$ cat src/rtl/ssd_pkg.sv
// Shared constants for the 7-segment scan decoder: segment codes, slot map, time legality check.
package ssd_pkg;

    localparam int NUM_SLOTS  = 8;
    localparam int TIME_SLOTS = 6;

    // Slot indices of the HH:MM:SS digits, rightmost digit in slot 0
    localparam int S2 = 0;
    localparam int S1 = 1;
    localparam int M2 = 2;
    localparam int M1 = 3;
    localparam int H2 = 4;
    localparam int H1 = 5;

    localparam logic [7:0] AN_BLANK = 8'hFF;

    // Active-low segment codes, bit order {a,b,c,d,e,f,g}
    localparam logic [6:0] SEG_0 = 7'b0000001;
    localparam logic [6:0] SEG_1 = 7'b1001111;
    localparam logic [6:0] SEG_2 = 7'b0010010;
    localparam logic [6:0] SEG_3 = 7'b0000110;
    localparam logic [6:0] SEG_4 = 7'b1001100;
    localparam logic [6:0] SEG_5 = 7'b0100100;
    localparam logic [6:0] SEG_6 = 7'b0100000;
    localparam logic [6:0] SEG_7 = 7'b0001111;
    localparam logic [6:0] SEG_8 = 7'b0000000;
    localparam logic [6:0] SEG_9 = 7'b0000100;
    localparam logic [6:0] SEG_A = 7'b0001000;
    localparam logic [6:0] SEG_B = 7'b1100000;
    localparam logic [6:0] SEG_C = 7'b0110001;
    localparam logic [6:0] SEG_D = 7'b1000010;
    localparam logic [6:0] SEG_E = 7'b0110000;
    localparam logic [6:0] SEG_F = 7'b0111000;

    // Hour 24 is accepted: the display shows 24:xx:xx before it wraps
    function automatic logic time_legal(input logic [4*TIME_SLOTS-1:0] d,
                                        input logic [TIME_SLOTS-1:0]   v);
        logic [3:0] hr1, hr2, mn1, mn2, sc1, sc2;
        hr1 = d[4*H1 +: 4];
        hr2 = d[4*H2 +: 4];
        mn1 = d[4*M1 +: 4];
        mn2 = d[4*M2 +: 4];
        sc1 = d[4*S1 +: 4];
        sc2 = d[4*S2 +: 4];
        return (&v) && (hr1 <= 4'd2) &&
               ((hr1 == 4'd2) ? (hr2 <= 4'd4) : (hr2 <= 4'd9)) &&
               (mn1 <= 4'd5) && (mn2 <= 4'd9) &&
               (sc1 <= 4'd5) && (sc2 <= 4'd9);
    endfunction

endpackage

$ cat src/rtl/ssd_seg_to_hex.sv
// Combinational active-low 7-segment pattern to digit decoder.
// Hex letters A..F are accepted only when SSD_DECODE_HEX_EN is defined.
module ssd_seg_to_hex
    import ssd_pkg::*;
(
    input  logic [6:0] seg,
    output logic       legal,
    output logic [3:0] value
);

    always_comb begin
        legal = 1'b1;
        value = 4'h0;
        case (seg)
            SEG_0: value = 4'h0;
            SEG_1: value = 4'h1;
            SEG_2: value = 4'h2;
            SEG_3: value = 4'h3;
            SEG_4: value = 4'h4;
            SEG_5: value = 4'h5;
            SEG_6: value = 4'h6;
            SEG_7: value = 4'h7;
            SEG_8: value = 4'h8;
            SEG_9: value = 4'h9;
`ifdef SSD_DECODE_HEX_EN
            SEG_A: value = 4'hA;
            SEG_B: value = 4'hB;
            SEG_C: value = 4'hC;
            SEG_D: value = 4'hD;
            SEG_E: value = 4'hE;
            SEG_F: value = 4'hF;
`endif
            default: legal = 1'b0;
        endcase
    end

endmodule

$ cat src/rtl/ssd_scan_decoder.sv
// Reconstructs digits from a multiplexed common-anode 7-segment scan bus and checks for HH:MM:SS.
// Define SSD_DECODE_HEX_EN to accept hex letters A..F as legal digits.
module ssd_scan_decoder
    import ssd_pkg::*;
#(
    parameter int SETTLE_CYCLES = 16,
    parameter int ERR_W         = 8
) (
    input  logic             clock,
    input  logic             reset,
    input  logic [7:0]       an_in,
    input  logic [6:0]       seg_in,
    output logic [31:0]      digits_out,
    output logic [7:0]       digit_valid,
    output logic             frame_done,
    output logic             time_valid,
    output logic             seg_error,
    output logic [ERR_W-1:0] err_count
);

    localparam int              CNT_W   = $clog2(SETTLE_CYCLES) + 1;
    localparam logic [CNT_W-1:0] CNT_MAX = CNT_W'(SETTLE_CYCLES - 1);

    function automatic logic [ERR_W-1:0] sat_inc(input logic [ERR_W-1:0] x);
        return (&x) ? x : x + 1'b1;
    endfunction

    logic [14:0]          bus_p0, bus_p1, bus_p2;
    logic [CNT_W-1:0]     stable_cnt;
    logic                 captured;
    logic [NUM_SLOTS-1:0] seen_mask;

    logic                 changed, capture;
    logic [7:0]           an_low;
    logic                 one_hot, blank;
    logic [2:0]           slot;
    logic                 seg_legal;
    logic [3:0]           seg_value;

    logic [31:0]          digits_n;
    logic [7:0]           valid_n, seen_n;
    logic                 frame_n, time_n, err_n;

    // p0/p1: two-flop synchronizer; p2: previous synchronized sample
    always_ff @(posedge clock or posedge reset) begin
        if (reset) begin
            bus_p0 <= '1;
            bus_p1 <= '1;
            bus_p2 <= '1;
        end else begin
            bus_p0 <= {an_in, seg_in};
            bus_p1 <= bus_p0;
            bus_p2 <= bus_p1;
        end
    end

    assign changed = (bus_p1 != bus_p2);
    assign capture = (stable_cnt == CNT_MAX) && !captured;

    always_ff @(posedge clock or posedge reset) begin
        if (reset) begin
            stable_cnt <= '0;
            captured   <= 1'b0;
        end else if (changed) begin
            stable_cnt <= '0;
            captured   <= 1'b0;
        end else begin
            if (stable_cnt != CNT_MAX)
                stable_cnt <= stable_cnt + 1'b1;
            if (capture)
                captured <= 1'b1;
        end
    end

    // bus_p2 still holds the settled value even if the bus moves on this cycle
    ssd_seg_to_hex u_dec (
        .seg   (bus_p2[6:0]),
        .legal (seg_legal),
        .value (seg_value)
    );

    assign an_low  = ~bus_p2[14:7];
    assign blank   = (bus_p2[14:7] == AN_BLANK);
    assign one_hot = $onehot(an_low);

    always_comb begin
        slot = 3'd0;
        for (int k = 0; k < NUM_SLOTS; k++)
            if (an_low[k])
                slot = 3'(k);
    end

    always_comb begin
        digits_n = digits_out;
        valid_n  = digit_valid;
        seen_n   = seen_mask;
        frame_n  = 1'b0;
        err_n    = 1'b0;
        if (capture && !blank) begin
            if (!one_hot) begin
                err_n = 1'b1;
            end else if (!seg_legal) begin
                err_n         = 1'b1;
                valid_n[slot] = 1'b0;
            end else begin
                digits_n[{slot, 2'b00} +: 4] = seg_value;
                valid_n[slot]                = 1'b1;
                if (slot == 3'(S2) && seen_mask[TIME_SLOTS-1:0] == '1) begin
                    frame_n = 1'b1;
                    seen_n  = 8'h01;
                end else begin
                    seen_n[slot] = 1'b1;
                end
            end
        end
        time_n = frame_n && time_legal(digits_n[4*TIME_SLOTS-1:0], valid_n[TIME_SLOTS-1:0]);
    end

    // Registered result of the capture decision
    always_ff @(posedge clock or posedge reset) begin
        if (reset) begin
            digits_out  <= '0;
            digit_valid <= '0;
            seen_mask   <= '0;
            frame_done  <= 1'b0;
            time_valid  <= 1'b0;
            seg_error   <= 1'b0;
            err_count   <= '0;
        end else begin
            digits_out  <= digits_n;
            digit_valid <= valid_n;
            seen_mask   <= seen_n;
            frame_done  <= frame_n;
            time_valid  <= time_n;
            seg_error   <= err_n;
            if (err_n)
                err_count <= sat_inc(err_count);
        end
    end

endmodule

$ cat config.mk
export PLATFORM = sky130hd
export DESIGN_NAME = ssd_scan_decoder
export DESIGN_NICKNAME = d
export VERILOG_FILES = /design/src/rtl/ssd_pkg.sv /design/src/rtl/ssd_seg_to_hex.sv /design/src/rtl/ssd_scan_decoder.sv
export SDC_FILE = /design/constraint.sdc
export NUM_CORES = 1
export LEC_CHECK = 0
export CAP_MARGIN = 40
export CORE_MARGIN = 5
export CORE_UTILIZATION = 55
export DETAILED_ROUTE_END_ITERATION = 12
export GPL_TIMING_DRIVEN = 0
export PLACE_DENSITY = 0.9
export SLEW_MARGIN = 10
export SYNTH_ARGS = -nofsm -noshare
export SYNTH_HDL_FRONTEND = slang
export SYNTH_SLANG_ARGS = --single-unit
$ cat constraint.sdc
create_clock -name clock -period 5.65 [get_ports clock]
set_clock_uncertainty 0.1 [all_clocks]
set_input_delay 0.8475 -clock clock [delete_from_list [all_inputs] [get_ports clock]]
set_output_delay 0.8475 -clock clock [all_outputs]
set_load 0.05 [all_outputs]
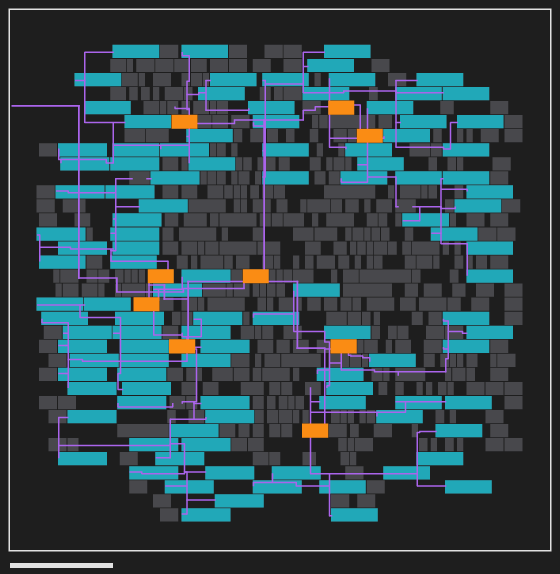
Fig. 1. Clock wires, drivers and flops (run 1).
Bar = 20 um.
- orange: clock-net drivers (count 9)
- cyan: flip-flops (count 108)
- purple: clock wires (length 1120 um)
- flops lie: spread over the die
- routed clock nets: 10
P_clk: 0.480 mW
Latency at later pin: 0.37 ns

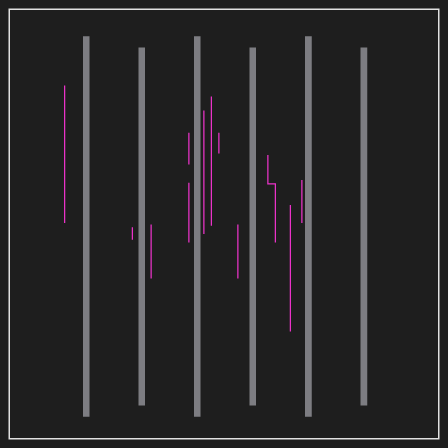
Fig. 2. Metal 4 (run 1).
Supply wires on this layer in grey.
- longest straight run: 33.3 um
- main direction: vertical
- share of all routed wire: 2.1%
- wire length on this layer: 213 um

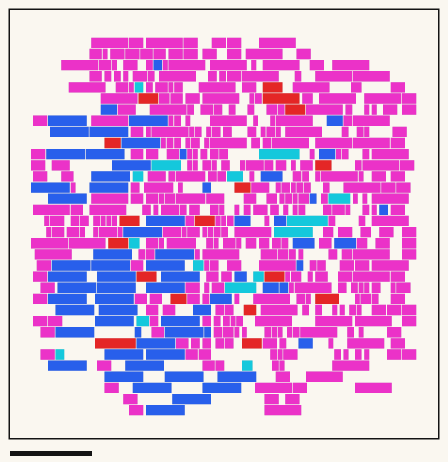
Fig. 3. Drive-strength map (run 1).
Bar = 20 um.
- blue: x2 (cells 67; share 13%; most used dfstp_2)
- magenta: x1 and smaller (cells 416; share 81%; most used clkdlybuf4s50_1)
- cyan: x3 and x4 (cells 15; share 2.9%; most used buf_4)
- red: x6 and larger (cells 17; share 3.3%; most used clkbuf_8)
Post-Layout Inst Area: 5970 um2
Final WS setup: 0.366 ns

==> results.yml, run 1 <==
# physical design summary
final_timing:
  finalHoldViolations: 0
  report.final.slew_viol_count: 0
  setup-violations-final: 0
  grt_setup_unrepaired: "false"
  min_period_over_period_pct: 93.5
  timing.fmax_mhz: 189
  setup_total_negative_slack_ns: 0
  worst-slew-pin-transition_ns: 0.655
floorplan:
  die_w_um: 105
  fp_util_pct: 56.4
  core_area_um2: 8720
  io_pins: 68
  die_height_um: 105
  dieArea_um2: 10900
clock_network:
  cts_hold_buf: 0
  cts_root_buf: "clkbuf_8"
  cts-resized-gates: 0
  cts_tree: "built"
  max-clock-path-buffers: 2
  cts.sinks: 108
  number_of_cts_inserted_buffers: 9
  cts_htree_levels: 3
  post_cts_buffers: 0
cells_and_area:
  nNetsFinal: 540
  final-instance-count-excl-fill: 623
  lay_top_count: "clkdlybuf4s50_1"
  layout-drive-gt1-share_pct: 19.2
  final_cell_mix: "67 x clkdlybuf4s50_1, 63 x dfrtp_1, 45 x dfstp_2, 41 x nand2_1, 26 x o21ai_0"
  combined_flip_flop_and_latch_cell_area_um2: 2760
  number_of_flip_flops_in_the_largest_register: 32
  fillerInstances: 635
  n_antenna_cell: 0
synth:
  enable_flop_cells: 0
  mappedNetlistArea_um2: 4920
  netlist.area_leader.share_pct: 32.0
  syn_nets: 461
  synth.lib_cells_used.distinct: 61
  common_cells: "63 x dfrtp_1, 45 x dfstp_2, 41 x nand2_1, 26 x o21ai_0, 25 x nor2_1"
  biggest_area_consumer_among_synthesized_cells: "dfrtp_1"
  synth-async-reset-ratio_pct: 100
  synth-warning-count: 0
  synth.area.top_cells: "dfrtp_1 32%, dfstp_2 24%, xor2_1 3.6%"
  average_size_of_a_mapped_cell_um2: 11.4
  yosys-stat-cells: 431
  post_synth_inst_count: 431
  leading_cell_type_by_number_of_instances_after_synthesis: "dfrtp_1"
placed_design:
  io_buffer_count: 67
  place.detailed.hpwl_um: 7670
  dp_slack_ns: 0.427
  gp_congestion: 0.941
  dp.cells: 607
power_and_ir_drop:
  pg_comb_mw: 0.116
  p_leak_nw: 2.53
  power.density_cell_area_nw_per_um2: 236
  power_share_of_the_clock_group_pct: 34.1
  seq_power_mw: 0.814
  p_sw_mw: 0.362
  power-top-group: "sequential cells"
  comb_power_share_pct: 8.2
  intPower_mw: 1.05
setup_path:
  worst-setup-path-type: "reg -> reg"
  worst_r2r_startpoint: "bus_p2[8]"
  critPathCaptureType: "flop"
  cell_count_of_the_worst_reg_to_reg_path: 15
  rr_endpoint: "digits_out[26]"
  cp_max_fo: 10
  crit_required_ns: 5.80
  crit_end: "digits_out[26]"
  worst_setup_path_start_kind: "flop"
detailed_routing:
  route.vias.total: 3587
  drt.antenna.violating_nets: 0
  routed_via_density: 5.76
  wl_um: 10300
  wl_per_cell_um: 16.5
  drc_errors: 0
  drt_pre_antenna_iters: 5
grt:
  maximum_number_of_pins_on_one_net_before_global_route_repair: 56
  global_route.usage.total_pct: 19.1
  grt_pass1_vias: 3544
  grt_first_pass_wirelength_um: 17400
job:
  warnings: 27
  drv_cap: 0
worst_hold_path:
  hold_end: "bus_p1[11]"
  hold_start: "bus_p0[11]"
  worst_hold_path_type: "reg -> reg"
  min_delay_path_depth: 0
status:
  run_status: "finished, final reports clean"
-- run 1: cells by family (layout without fill, tap and decap cells) --
| family | count (synthesis) | in the layout | synth area share, % |
|---|---|---|---|
| flops | 108 | 108 | 56.1 |
| mux | 12 | 12 | 2.67 |
| compound gates | 85 | 85 | 13.2 |
| buf+inv | 43 | 127 | 4.09 |
| fa+ha+maj | 13 | 13 | 3.92 |
| xor+xnor | 27 | 27 | 4.81 |
| simple gates | 143 | 143 | 15.3 |
-- run 1: per-stage QoR --
| step | area, um2 | hold slack, ns | power, mW |
|---|---|---|---|
| after floorplan | 4920 | 0.245 | 0.905 |
| after global placement | 5730 | 0.246 | 0.933 |
| after detailed placement | 5760 | 0.247 | 0.944 |
| after CTS | 5970 | 0.261 | 1.42 |
| after global routing | 5970 | 0.264 | 1.47 |
| final | 5970 | 0.257 | 1.41 |
-- run 1: per-layer routing --
metal | routed length (um) | global-route usage (%)
met2 | 5230 | 32.5
met4 | 213 | 6.03
met1 | 4200 | 24.6
met3 | 620 | 4.25
met5 | 0 | 0
-- run 1: critical path: stages (launching register included) --
cell,delay (ns)
dfstp_2,0.59
inv_1,0.12
fa_1,0.56
fa_1,0.43
fa_1,0.49
ha_1,0.18
inv_1,0.06
fa_1,0.38
a211o_1,0.33
a211oi_4,0.48
nand2_4,0.18
clkbuf_1,0.29
or4_1,0.57
clkbuf_1,0.20
nand2_1,0.10
o21ai_0,0.09
-- run 1: cell type report --
cell class | instances | area share (%)
Timing Repair Buffer | 68 | 11.7
Inverter | 22 | 1.43
Multi-Input combinational cell | 280 | 32.9
Buffer | 21 | 1.99
Clock buffer | 10 | 2.49
Sequential cell | 108 | 46.2
Clock inverter | 6 | 1.05
Tap cell | 108 | 2.26
Fig. 4: run 1, clock nets
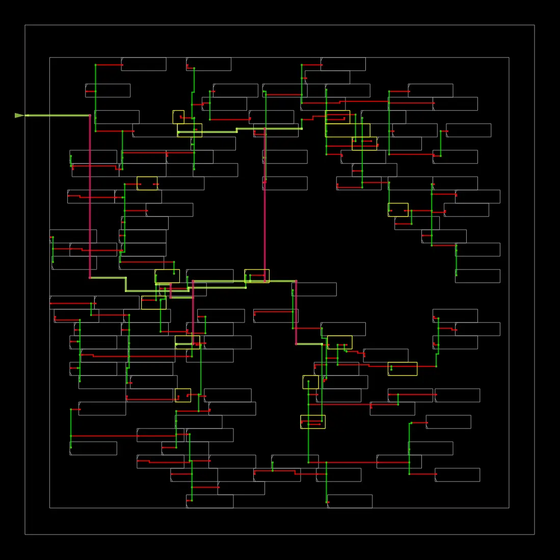

==> run 1 -> run 2 <==
--- a/config.mk
+++ b/config.mk
@@ -9,8 +9,9 @@
 export CORE_MARGIN = 5
 export CORE_UTILIZATION = 55
 export DETAILED_ROUTE_END_ITERATION = 12
+export DONT_BUFFER_PORTS = 1
 export GPL_TIMING_DRIVEN = 0
-export PLACE_DENSITY = 0.9
+export PLACE_DENSITY = 0.8
 export SLEW_MARGIN = 10
 export SYNTH_ARGS = -nofsm -noshare
 export SYNTH_HDL_FRONTEND = slang
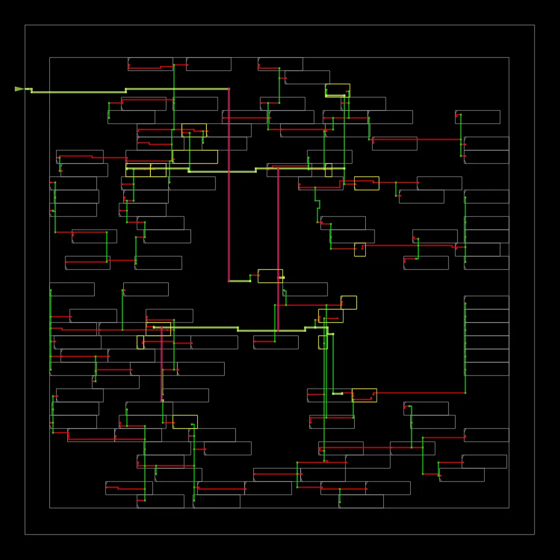
Fig. 5. Clock nets (run 2).
FF+latch count: 108
Clock Sinks: 108
clock buffer count: 12
P_clk: 0.446 mW

==> results.yml, run 2 <==
# physical design summary
status:
  run_status: "finished, final reports clean"
synth:
  synth-warning-count: 0
  synth.area.top_cells: "dfrtp_1 32%, dfstp_2 24%, xor2_1 3.6%"
  synth.lib_cells_used.distinct: 61
  netlist.area_leader.share_pct: 32.0
  mappedNetlistArea_um2: 4920
  syn_nets: 461
  average_size_of_a_mapped_cell_um2: 11.4
  yosys-stat-cells: 431
setup_path:
  crit_end: "time_valid"
  worst-setup-path-type: "reg -> reg"
  critPathSlowestCell: "dfstp_2"
  critPathTopFamily: "adder cells"
job:
  warnings: 27
final_timing:
  setup_total_negative_slack_ns: 0
  report.final.slew_viol_count: 0
  worst_hold_slack_ns: 0.261
  finalHoldViolations: 0
cells_and_area:
  number_of_flip_flops_in_the_largest_register: 32
  layout-drive-gt1-share_pct: 21.7
  final_cell_area_um2: 5270
  lay_top_count: "dfrtp_1"
placed_design:
  dp_slack_ns: 0.415
  gp_congestion: 0.899
  dp.cells: 540
  dpl_cell_area_um2: 5090
  io_buffer_count: 0
power_and_ir_drop:
  seq_power_mw: 0.814
  comb_power_share_pct: 7.5
  power-top-group: "sequential cells"
  p_leak_nw: 2.28
grt:
  maximum_number_of_pins_on_one_net_before_global_route_repair: 63
floorplan:
  die_w_um: 105
  io_pins: 68
  fp_util_pct: 56.4
worst_hold_path:
  worst_hold_path_type: "reg -> reg"
clock_network:
  number_of_cts_inserted_buffers: 9
  max-clock-path-buffers: 2
detailed_routing:
  routed_via_density: 5.77
  wl_per_cell_um: 17.7
  drt.antenna.violating_nets: 0
## run 2: cell counts after synthesis
No cell type changed its count.
## run 2: worst min-delay path by stage
stage          startpoint          to  slack (ns)  cells after the start
3_5_place_dp   bus_p0[14]  bus_p1[14]        0.25                      0
4_1_cts         bus_p0[7]   bus_p1[7]        0.26                      0
5_1_grt         bus_p0[4]   bus_p1[4]        0.27                      0
3_3_place_gp    bus_p0[4]   bus_p1[4]        0.25                      0
2_1_floorplan   bus_p0[0]   bus_p1[0]        0.25                      0
6_report        bus_p0[7]   bus_p1[7]        0.26                      0
## run 2: cells by family after synthesis
family | share of synthesized area (%)
xor gates and xnor gates | 4.81
DFF | 56.1
muxes | 2.67
adders and majority gates | 3.92
buffers and inverters | 4.09
AOI/OAI and AO/OA | 13.2
and+or+nand+nor | 15.3
## run 2: layout make-up
cell class                      count  area, um2  share of cell area, %
Buffer                             21        119                   2.25
Tap cell                          108        135                   2.56
Timing Repair Buffer                1       27.5                  0.522
Clock buffer                       12        156                   2.97
Multi-Input combinational cell    280       1960                   37.2
Inverter                           22       85.1                   1.61
Clock inverter                      4       28.8                  0.546
Sequential cell                   108       2760                   52.3
## run 2: worst reg2reg max path: cells and delay by family (launching register included)
family	cells	cell delay, ns
adders and majority gates	5	2.04
AOI/OAI and AO/OA	5	1.84
DFF	1	0.58
muxes	1	0.27
buffers and inverters	2	0.19
and+or+nand+nor	1	0.19
## run 2: routing by layer
metal  GRT usage [%]  routed length (um)  up-vias
met5               0                   0        -
met1            24.8                4230     1570
met3            4.81                 509       11
met2            32.5                4990       85
met4            6.12                 125        0
li1                -                   -     1540
==> run 2 -> run 3 <==
--- a/config.mk
+++ b/config.mk
@@ -5,7 +5,7 @@
 export SDC_FILE = /design/constraint.sdc
 export NUM_CORES = 1
 export LEC_CHECK = 0
-export CAP_MARGIN = 40
+export CAP_MARGIN = 20
 export CORE_MARGIN = 5
 export CORE_UTILIZATION = 55
 export DETAILED_ROUTE_END_ITERATION = 12
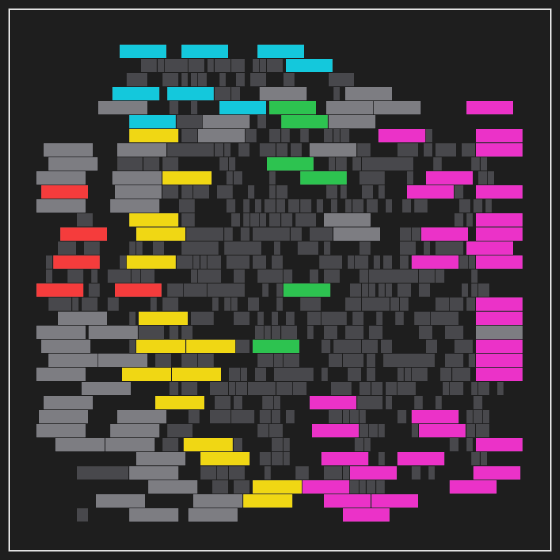
Fig. 6. Sequential cells coloured by netlist name (run 3).
Other sequential cells in the stronger grey, the rest of the logic in the fainter grey.
- green: digit_valid (flops 6)
- red: stable_cnt (flops 5; where west)
- cyan: err_count (flops 8)
- yellow: bus_p2 (flops 15)
- magenta: digits_out (flops 32)
- not coloured: 42
combined flip-flop and latch cell area: 2760 um2
register share of the cell area: 52.3%
power in sequential cells: 0.814 mW
final core utilization: 60.4%

==> results.yml, run 3 <==
# physical design summary
status:
  run_status: "finished, final reports clean"
setup_path:
  timing.critical_path.cells: "inv_1, fa_1, fa_1, fa_1, ha_1, inv_1, fa_1, a211o_1, a211oi_4, nand2_4, a2111oi_4, mux2i_1, o211ai_1, a2111oi_2"
  cpPeakStageDelay_ns: 0.58
  cell_repeated_most_along_the_worst_path: "fa_1"
  cp_max_fo: 9
  worst_setup_path_start_kind: "flop"
clock_network:
  cts_root_buf: "clkbuf_8"
  clk-insertion-delay-late_ns: 0.37
  cts-resized-gates: 0
  cts_htree_levels: 3
  post_cts_buffers: 0
  cts_tree: "built"
job:
  warnings: 27
  drv_cap: 0
grt:
  maximum_number_of_pins_on_one_net_before_global_route_repair: 63
  global_route.usage.total_pct: 19.4
synth:
  post_synth_and_or_nand_nor_area_fraction_pct: 15.3
  enable_flop_cells: 0
  synth.lib_cells_used.distinct: 61
  yosys-dominant-comb-family: "simple AND/OR/NAND/NOR gates"
  leading_cell_type_by_number_of_instances_after_synthesis: "dfrtp_1"
  mappedNetlistArea_um2: 4920
  syn_nets: 461
  average_size_of_a_mapped_cell_um2: 11.4
  synth.area.top_cells: "dfrtp_1 32%, dfstp_2 24%, xor2_1 3.6%"
  synth-async-reset-ratio_pct: 100
  post_synth_inst_count: 431
  synth.cellmix.adderShare_pct: 3.92
  synth.area.mux_share_pct: 2.67
final_timing:
  report.final.slew_viol_count: 0
  min_period_over_period_pct: 93.9
  setup-violations-final: 0
  timing.fmax_mhz: 188
  finalHoldViolations: 0
placed_design:
  dp_slack_ns: 0.415
  gp_congestion: 0.899
  place.detailed.hpwl_um: 7360
  dpl_cell_area_um2: 5090
cells_and_area:
  final_cell_mix: "63 x dfrtp_1, 45 x dfstp_2, 41 x nand2_1, 26 x o21ai_0, 25 x nor2_1"
  number_of_flip_flops_in_the_largest_register: 32
  lay_top_count: "dfrtp_1"
  nNetsFinal: 473
  n_antenna_cell: 0
floorplan:
  die_w_um: 105
  core_area_um2: 8720
  dieArea_um2: 10900
detailed_routing:
  wl_per_cell_um: 17.7
  route.top_layer_used: "met4"
  route.layer.met1.wl_um: 4230
  route.vias.total: 3206
  routed_via_density: 5.77
  wl_um: 9850
  met3WireLength_um: 509
power_and_ir_drop:
  finalPower_mw: 1.36
worst_hold_path:
  min_delay_path_depth: 0
-- run 3: area by class of cell --
cell class / count / area, um2
multi-input combinational: 280 / 1960
buffer: 21 / 119
sequential: 108 / 2760
timing repair buffer: 1 / 27.5
fill: 721 / 3450
clock inverter: 4 / 28.8
inverter: 22 / 85.1
clock buffer: 12 / 156
tap: 108 / 135
-- run 3: routing by layer --
metal  global-route usage, %  vias up
met5                       0        -
met2                    32.5       85
li1                        -     1540
met1                    24.8     1570
met4                    6.12        0
met3                    4.81       11
-- run 3: final timing paths --
check / start / to / slack (ns)
worst min register to register: bus_p0[7] / bus_p1[7] / 0.26
worst max-delay path: bus_p2[8] / time_valid / 0.34
worst max register to register: bus_p2[8] / time_valid / 0.34
worst min-delay path: bus_p0[7] / bus_p1[7] / 0.26
max in group asynchronous: reset / bus_p2[4] / 4.45
min in group asynchronous: reset / stable_cnt[0] / 0.31
-- run 3: cells by family after synthesis --
logic type,Yosys count
and+or+nand+nor,143
DFF,108
AOI/OAI and AO/OA,85
buffers and inverters,43
xor gates and xnor gates,27
adders and majority gates,13
muxes,12
-- run 3: report_power, final --
group	switching [mW]	leakage (nW)	internal (mW)
logic	0.0666	0.831	0.0355
registers	0.0117	1.35	0.802
clock network	0.256	0.0964	0.190
-- run 3: critical path: cells and delay by family (launching register included) --
| kind | cells | cell delay (ns) |
|---|---|---|
| muxes | 1 | 0.27 |
| and+or+nand+nor | 1 | 0.19 |
| buffers and inverters | 2 | 0.19 |
| adders and majority gates | 5 | 2.04 |
| AOI/OAI and AO/OA | 5 | 1.84 |
| DFF | 1 | 0.58 |
Power figures rest on the tool's default switching activity, not on a simulated workload.
